==> src/rtl/toggle_event_receiver_if.sv <==
// Event delivery bus of toggle_event_receiver.
//   master (receiver side): drives ev_valid, ev_seq, pend_cnt, overflow; samples ev_ready, ovf_clr
//   slave  (consumer side): the mirror image
interface toggle_event_receiver_if #(
  parameter int unsigned CNT_W = 4,
  parameter int unsigned SEQ_W = 8
) ();
  logic             ev_valid;
  logic             ev_ready;
  logic [SEQ_W-1:0] ev_seq;
  logic [CNT_W-1:0] pend_cnt;
  logic             overflow;
  logic             ovf_clr;

  modport master (
    output ev_valid, ev_seq, pend_cnt, overflow,
    input  ev_ready, ovf_clr
  );

  modport slave (
    input  ev_valid, ev_seq, pend_cnt, overflow,
    output ev_ready, ovf_clr
  );
endinterface

==> src/rtl/toggle_event_receiver.sv <==
// Receive end of a toggle-encoded event link. Every transition of tog_in is one
// event; events are synchronised, queued in a pending counter and delivered one
// at a time over a valid/ready handshake, each tagged with a wrapping sequence.
// Ports:
//   clk       rising-edge clock
//   rst       synchronous active-high reset
//   tog_in    toggle line from the remote T flip-flop (asynchronous)
//   ev_total  32-bit count of detected events (only when TOG_RX_STATS_EN is defined)
//   ev        event bus (master): ev_valid/ev_ready/ev_seq, pend_cnt, overflow, ovf_clr
// Optional feature macro: TOG_RX_STATS_EN
module toggle_event_receiver #(
  parameter int unsigned SYNC_STAGES = 2,
  parameter int unsigned CNT_W       = 4,
  parameter int unsigned SEQ_W       = 8
) (
  input  logic                   clk,
  input  logic                   rst,
  input  logic                   tog_in,
`ifdef TOG_RX_STATS_EN
  output logic [31:0]            ev_total,
`endif
  toggle_event_receiver_if.master ev
);

  localparam int unsigned INIT_W = 3;

  typedef enum logic {
    ST_INIT = 1'b0,
    ST_RUN  = 1'b1
  } state_e;

  state_e                 state_q, state_d;
  logic [SYNC_STAGES-1:0] sync_q, sync_d;
  logic [INIT_W-1:0]      init_cnt_q, init_cnt_d;
  logic                   ref_q, ref_d;
  logic                   edge_q, edge_d;
  logic [CNT_W-1:0]       pend_cnt_q, pend_cnt_d;
  logic [SEQ_W-1:0]       ev_seq_q, ev_seq_d;
  logic                   overflow_q, overflow_d;
  logic                   ev_valid_q, ev_valid_d;
  logic                   xfer;
  logic                   drop;
  logic                   sync_out;
`ifdef TOG_RX_STATS_EN
  logic [31:0]            ev_total_q, ev_total_d;
`endif

  assign sync_out = sync_q[SYNC_STAGES-1];

  // State and datapath registers
  always_ff @(posedge clk) begin
    if (rst) begin
      state_q    <= ST_INIT;
      sync_q     <= '0;
      init_cnt_q <= '0;
      ref_q      <= 1'b0;
      edge_q     <= 1'b0;
      pend_cnt_q <= '0;
      ev_seq_q   <= '0;
      overflow_q <= 1'b0;
      ev_valid_q <= 1'b0;
`ifdef TOG_RX_STATS_EN
      ev_total_q <= '0;
`endif
    end else begin
      state_q    <= state_d;
      sync_q     <= sync_d;
      init_cnt_q <= init_cnt_d;
      ref_q      <= ref_d;
      edge_q     <= edge_d;
      pend_cnt_q <= pend_cnt_d;
      ev_seq_q   <= ev_seq_d;
      overflow_q <= overflow_d;
      ev_valid_q <= ev_valid_d;
`ifdef TOG_RX_STATS_EN
      ev_total_q <= ev_total_d;
`endif
    end
  end

  // Next-state, edge detection, pending counter and handshake
  always_comb begin
    state_d    = state_q;
    sync_d     = {sync_q[SYNC_STAGES-2:0], tog_in};
    init_cnt_d = init_cnt_q;
    ref_d      = ref_q;
    edge_d     = 1'b0;
    pend_cnt_d = pend_cnt_q;
    ev_seq_d   = ev_seq_q;
    overflow_d = overflow_q;
    drop       = 1'b0;
    xfer       = ev_valid_q && ev.ev_ready;

    unique case (state_q)
      // Wait until the synchroniser holds a post-reset sample, then adopt it as
      // the reference so the level present at reset is never counted.
      ST_INIT: begin
        if (init_cnt_q == INIT_W'(SYNC_STAGES)) begin
          ref_d   = sync_out;
          state_d = ST_RUN;
        end else begin
          init_cnt_d = init_cnt_q + INIT_W'(1);
        end
      end
      ST_RUN: begin
        edge_d = sync_out ^ ref_q;
        ref_d  = sync_out;
      end
      default: state_d = ST_INIT;
    endcase

    // edge_q and xfer are both 0 in INIT, so this is naturally idle there.
    unique case ({edge_q, xfer})
      2'b10: begin
        if (pend_cnt_q == {CNT_W{1'b1}}) drop = 1'b1;
        else                              pend_cnt_d = pend_cnt_q + CNT_W'(1);
      end
      2'b01:   pend_cnt_d = pend_cnt_q - CNT_W'(1);
      default: pend_cnt_d = pend_cnt_q;
    endcase

    if (xfer) ev_seq_d = ev_seq_q + SEQ_W'(1);

    // A drop in the same cycle as a clear keeps the flag set.
    if (drop)            overflow_d = 1'b1;
    else if (ev.ovf_clr) overflow_d = 1'b0;

    ev_valid_d = (state_d == ST_RUN) && (pend_cnt_d != '0);
  end

`ifdef TOG_RX_STATS_EN
  // Counts every detected edge, dropped or not
  always_comb begin
    ev_total_d = ev_total_q + 32'(edge_q);
  end
  assign ev_total = ev_total_q;
`endif

  assign ev.ev_valid = ev_valid_q;
  assign ev.ev_seq   = ev_seq_q;
  assign ev.pend_cnt = pend_cnt_q;
  assign ev.overflow = overflow_q;

endmodule

==> src/flat_wrapper.sv <==
// flat-port wrapper written by rule: the top's interface ports become plain ports
module toggle_event_receiver_flat 
#(
  parameter int unsigned SYNC_STAGES = 2,
  parameter int unsigned CNT_W       = 4,
  parameter int unsigned SEQ_W       = 8
)
  (clk, rst, tog_in, ev_ev_valid, ev_ev_seq, ev_pend_cnt, ev_overflow, ev_ev_ready, ev_ovf_clr);
  toggle_event_receiver_if #(.CNT_W(CNT_W), .SEQ_W(SEQ_W)) ev_i ();
  input  logic clk;
  input  logic rst;
  input  logic tog_in;
  output wire logic [$bits(ev_i.ev_valid)-1:0] ev_ev_valid;
  output wire logic [$bits(ev_i.ev_seq)-1:0] ev_ev_seq;
  output wire logic [$bits(ev_i.pend_cnt)-1:0] ev_pend_cnt;
  output wire logic [$bits(ev_i.overflow)-1:0] ev_overflow;
  input wire logic [$bits(ev_i.ev_ready)-1:0] ev_ev_ready;
  input wire logic [$bits(ev_i.ovf_clr)-1:0] ev_ovf_clr;
  assign ev_ev_valid = ev_i.ev_valid;
  assign ev_ev_seq = ev_i.ev_seq;
  assign ev_pend_cnt = ev_i.pend_cnt;
  assign ev_overflow = ev_i.overflow;
  assign ev_i.ev_ready = ev_ev_ready;
  assign ev_i.ovf_clr = ev_ovf_clr;
  toggle_event_receiver #(.SYNC_STAGES(SYNC_STAGES), .CNT_W(CNT_W), .SEQ_W(SEQ_W)) u_core (.clk(clk), .rst(rst), .tog_in(tog_in), .ev(ev_i));
endmodule
==> config.mk <==
export PLATFORM = sky130hd
export DESIGN_NAME = toggle_event_receiver_flat
export DESIGN_NICKNAME = d
export VERILOG_FILES = /design/src/rtl/toggle_event_receiver_if.sv /design/src/rtl/toggle_event_receiver.sv /design/src/flat_wrapper.sv
export SDC_FILE = /design/constraint.sdc
export NUM_CORES = 1
export LEC_CHECK = 0
export ABC_AREA = 1
export CAP_MARGIN = 15
export CORE_MARGIN = 2
export CORE_UTILIZATION = 50
export CTS_CLUSTER_DIAMETER = 30
export DETAILED_ROUTE_END_ITERATION = 10
export PLACE_DENSITY = 0.76
export SLEW_MARGIN = 20
export SYNTH_ARGS = -nofsm -noshare
export SYNTH_HDL_FRONTEND = slang
export SYNTH_SLANG_ARGS = --single-unit
==> constraint.sdc <==
create_clock -name clk -period 1.6 [get_ports clk]
set_input_delay 0.24 -clock clk [delete_from_list [all_inputs] [get_ports clk]]
set_output_delay 0.24 -clock clk [all_outputs]
set_load 0.03 [all_outputs]
==> impl_metrics.env, run 1 <==
# physical design summary
export IMPL_ioPinCount=19
export IMPL_cts_resized=11
export IMPL_top_cell_area_share_pct=40.2
export IMPL_top_power_group="registers"
export IMPL_grt_pass1_wl_um=3680
export IMPL_avgSynthCellArea_um2=7.16
export IMPL_p_total_uw=1270
export IMPL_crit_fanout=2
export IMPL_p_switching_uw=322
export IMPL_synthFlopType="dfxtp_1"
export IMPL_drt_iter0_markers=18
export IMPL_p_leak_uw=0.000679
export IMPL_grt_use_met1_pct=22.2
export IMPL_die_h_um=50.8
export IMPL_hp_start="u_core.sync_q[0]"
export IMPL_portBuffers=18
export IMPL_finalCritPeriodShare_pct=97.4
export IMPL_p_int_uw=943
export IMPL_hp_class="register to register"
export IMPL_syn_cell_area_mm2=0.00110
export IMPL_place_hpwl_um=1590
export IMPL_grt_max_degree=14
export IMPL_postCtsSetupRepairBufs=0
export IMPL_htree_levels=1
export IMPL_drv_slew=0
export IMPL_setup_tns_ps=0
export IMPL_seq_area_um2=447
export IMPL_clock_sinks=22
export IMPL_wl_met2_um=1040
export IMPL_grt_overflow_total=0
export IMPL_gp_congestion=0.893
export IMPL_ys_area_mm2=0.00110
export IMPL_worstSetupStartpointType="register"
export IMPL_critPathKind="register to output port"
export IMPL_ant_nets=0
export IMPL_netlist_top_cells_area="dfxtp_1 40%, nand2_1 12%, ha_1 8.0%, inv_1 7.5%, nor2_1 7.5%"
export IMPL_via_per_inst=4.78
export IMPL_max_slew_margin_pct=78.3
export IMPL_warning_count=29
export IMPL_holdBufCountCts=0
export IMPL_yosys_cells=153
export IMPL_placed_cell_area_mm2=0.00136
export IMPL_status="finished clean"
export IMPL_crit_slowest_cell="clkdlybuf4s50_1"
[run 1: cell families after synthesis]
kind of cell	after synthesis	synth area share (%)
buffers and inverters	25	9.25
adders and majority gates	7	7.99
AOI/OAI and AO/OA	20	9.13
DFF	22	40.2
and+or+nand+nor	76	31.1
xor gates and xnor gates	3	2.40
[run 1: Yosys cell counts (2+ instances only)]
| master | instances |
|---|---|
| nand3_1 | 10 |
| dfxtp_1 | 22 |
| nor2_4 | 2 |
| nand2_2 | 3 |
| ha_1 | 7 |
| nor2_1 | 22 |
| o21ai_0 | 7 |
| nand2_1 | 34 |
| inv_1 | 22 |
| xnor2_1 | 2 |
| a21oi_1 | 13 |
Figure 1. Track usage over the die (run 1).
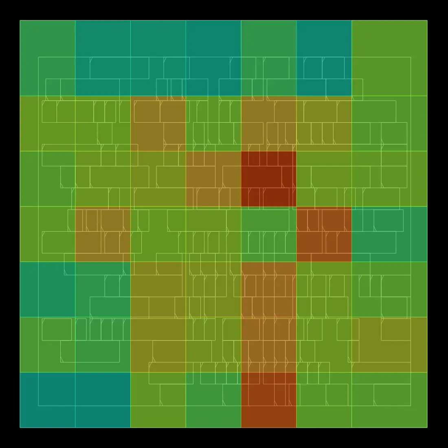
met3 Resource Use GR: 6.14%
WL/cell: 10.2 um
met2 usage: 33.6%

Figure 2. Met2 routing (run 1).
Scale bar: 20 um. Cells faint in the background.
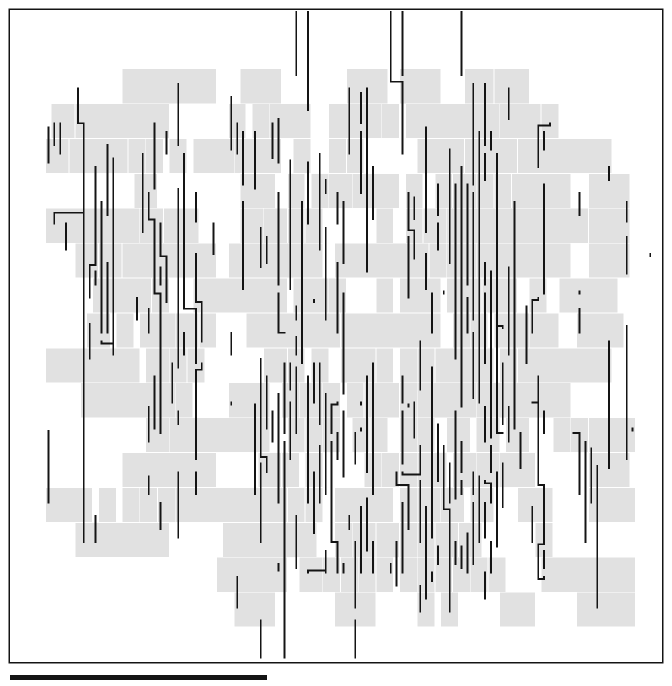
150 nets have wire on it. The wires run mostly vertical. The longest straight run is 32.6 um. The layer holds 49% of the routed length.
drt total wl: 2130 um
Via Count: 1000

Figure 3. Cell sizes after repair (run 1).
Scale bar: 20 um.
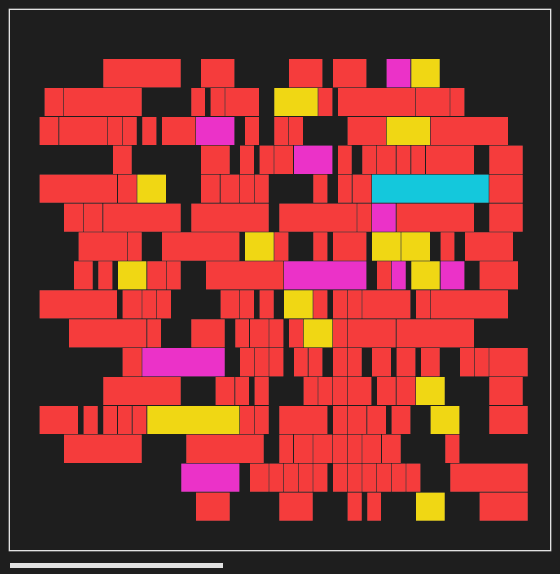
Cyan shows drive 6 and up, cells 1, share 0.55%. Magenta shows drive 2, cells 9, share 4.9%. Yellow shows drive 3 to 4, cells 15, share 8.2%. Red shows drive 1 or less, cells 157, share 86%.
Area Growth Syn to Fin: 29.1%
PnR worst setup slack: 41.8 ps

==> run 1 -> run 2 <==
- SLEW_MARGIN: 20 -> 30
Figure 4. Met1 routing (run 2).
Scale bar: 20 um. Supply wires on this layer in gray. Cells faint in the background.
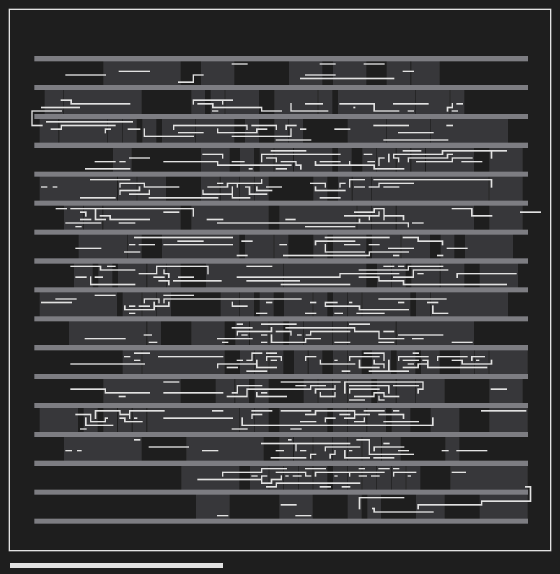
176 nets have wire on it. The layer carries 979 um of wire. The longest straight run is 17.9 um. The wires run mostly horizontal.
met1 usage: 22.2%

Figure 5. Cell sizes after repair (run 2).
Scale bar: 20 um.
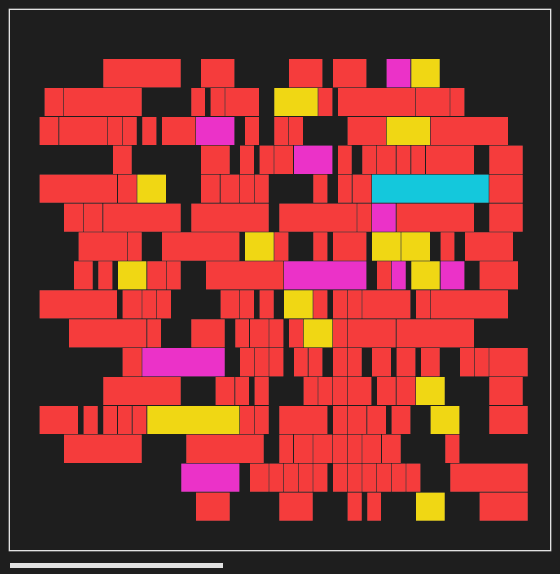
Cyan shows drive 6 and up, cells 1, share 0.55%. Yellow shows drive 3 to 4, cells 15, share 8.2%. Magenta shows drive 2, cells 9, share 4.9%. Red shows drive 1 or less, cells 157, share 86%.
final instance area: 0.00142 mm^2
number of non-clock buffers: 27

==> impl_metrics.env, run 2 <==
# physical design summary
export IMPL_status="finished clean"
export IMPL_max_slew_margin_pct=78.3
export IMPL_top_cell_area_share_pct=40.2
export IMPL_ys_sh_aoi_pct=9.13
export IMPL_crit_slowest_cell="clkdlybuf4s50_1"
export IMPL_num_vias=1000
export IMPL_yosys_cells=153
export IMPL_placed_cell_area_mm2=0.00136
export IMPL_hp_class="register to register"
export IMPL_ant_nets=0
export IMPL_p_leak_uw=0.000679
export IMPL_xor_share_pct=2.40
export IMPL_finalWorstSetupSlack_ps=41.8
export IMPL_htree_levels=1
export IMPL_p_int_uw=943
export IMPL_ioPinCount=19
export IMPL_finalCritPeriodShare_pct=97.4
export IMPL_crit_fanout=2
export IMPL_grt_overflow_total=0
export IMPL_via_per_inst=4.78
export IMPL_portBuffers=18
export IMPL_clock_sinks=22
export IMPL_wl_met2_um=1040
export IMPL_grt_pass1_wl_um=3680
export IMPL_worstSetupStartpointType="register"
export IMPL_drt_iter0_markers=18
export IMPL_p_total_uw=1270
export IMPL_hp_start="u_core.sync_q[0]"
export IMPL_syn_cell_area_mm2=0.00110
export IMPL_avgSynthCellArea_um2=7.16
export IMPL_top_power_group="registers"
export IMPL_ys_area_mm2=0.00110
export IMPL_warning_count=29
export IMPL_critPathKind="register to output port"
export IMPL_synth_mux_area_fraction_pct=0
export IMPL_met2_usage_pct=33.6
export IMPL_synthFlopType="dfxtp_1"
export IMPL_p_switching_uw=322
export IMPL_drv_slew=0
export IMPL_simple_gate_area_share_pct=31.1
export IMPL_drt_wirelength_per_cell_um=10.2
export IMPL_netlist_logic_family_top="simple AND/OR/NAND/NOR gates"
export IMPL_grt_max_degree=14
export IMPL_place_hpwl_um=1590
export IMPL_postCtsSetupRepairBufs=0
export IMPL_syn_to_final_growth_pct=29.1
export IMPL_yosysMostFrequentCell="nand2_1"
[run 2: cell counts in the layout (fill, tap and decap cells not counted)]
Identical to the previous run, type by type.
[run 2: timing repair]
| item | 4_1_cts | 5_1_grt |
|---|---|---|
| setup endpoints to repair | 11 | 3 |
| gates resized | 11 | 6 |
| hold buffers | 0 | 0 |
| cloned | 0 | 0 |
[run 2: final cells by class]
cell class | count | area (um^2)
fill | 168 | 607
multi-input combinational | 106 | 557
sequential | 22 | 447
timing repair buffer | 27 | 239
inverter | 23 | 86.3
tap | 27 | 33.8
clock inverter | 1 | 30.0
clock buffer | 3 | 22.5
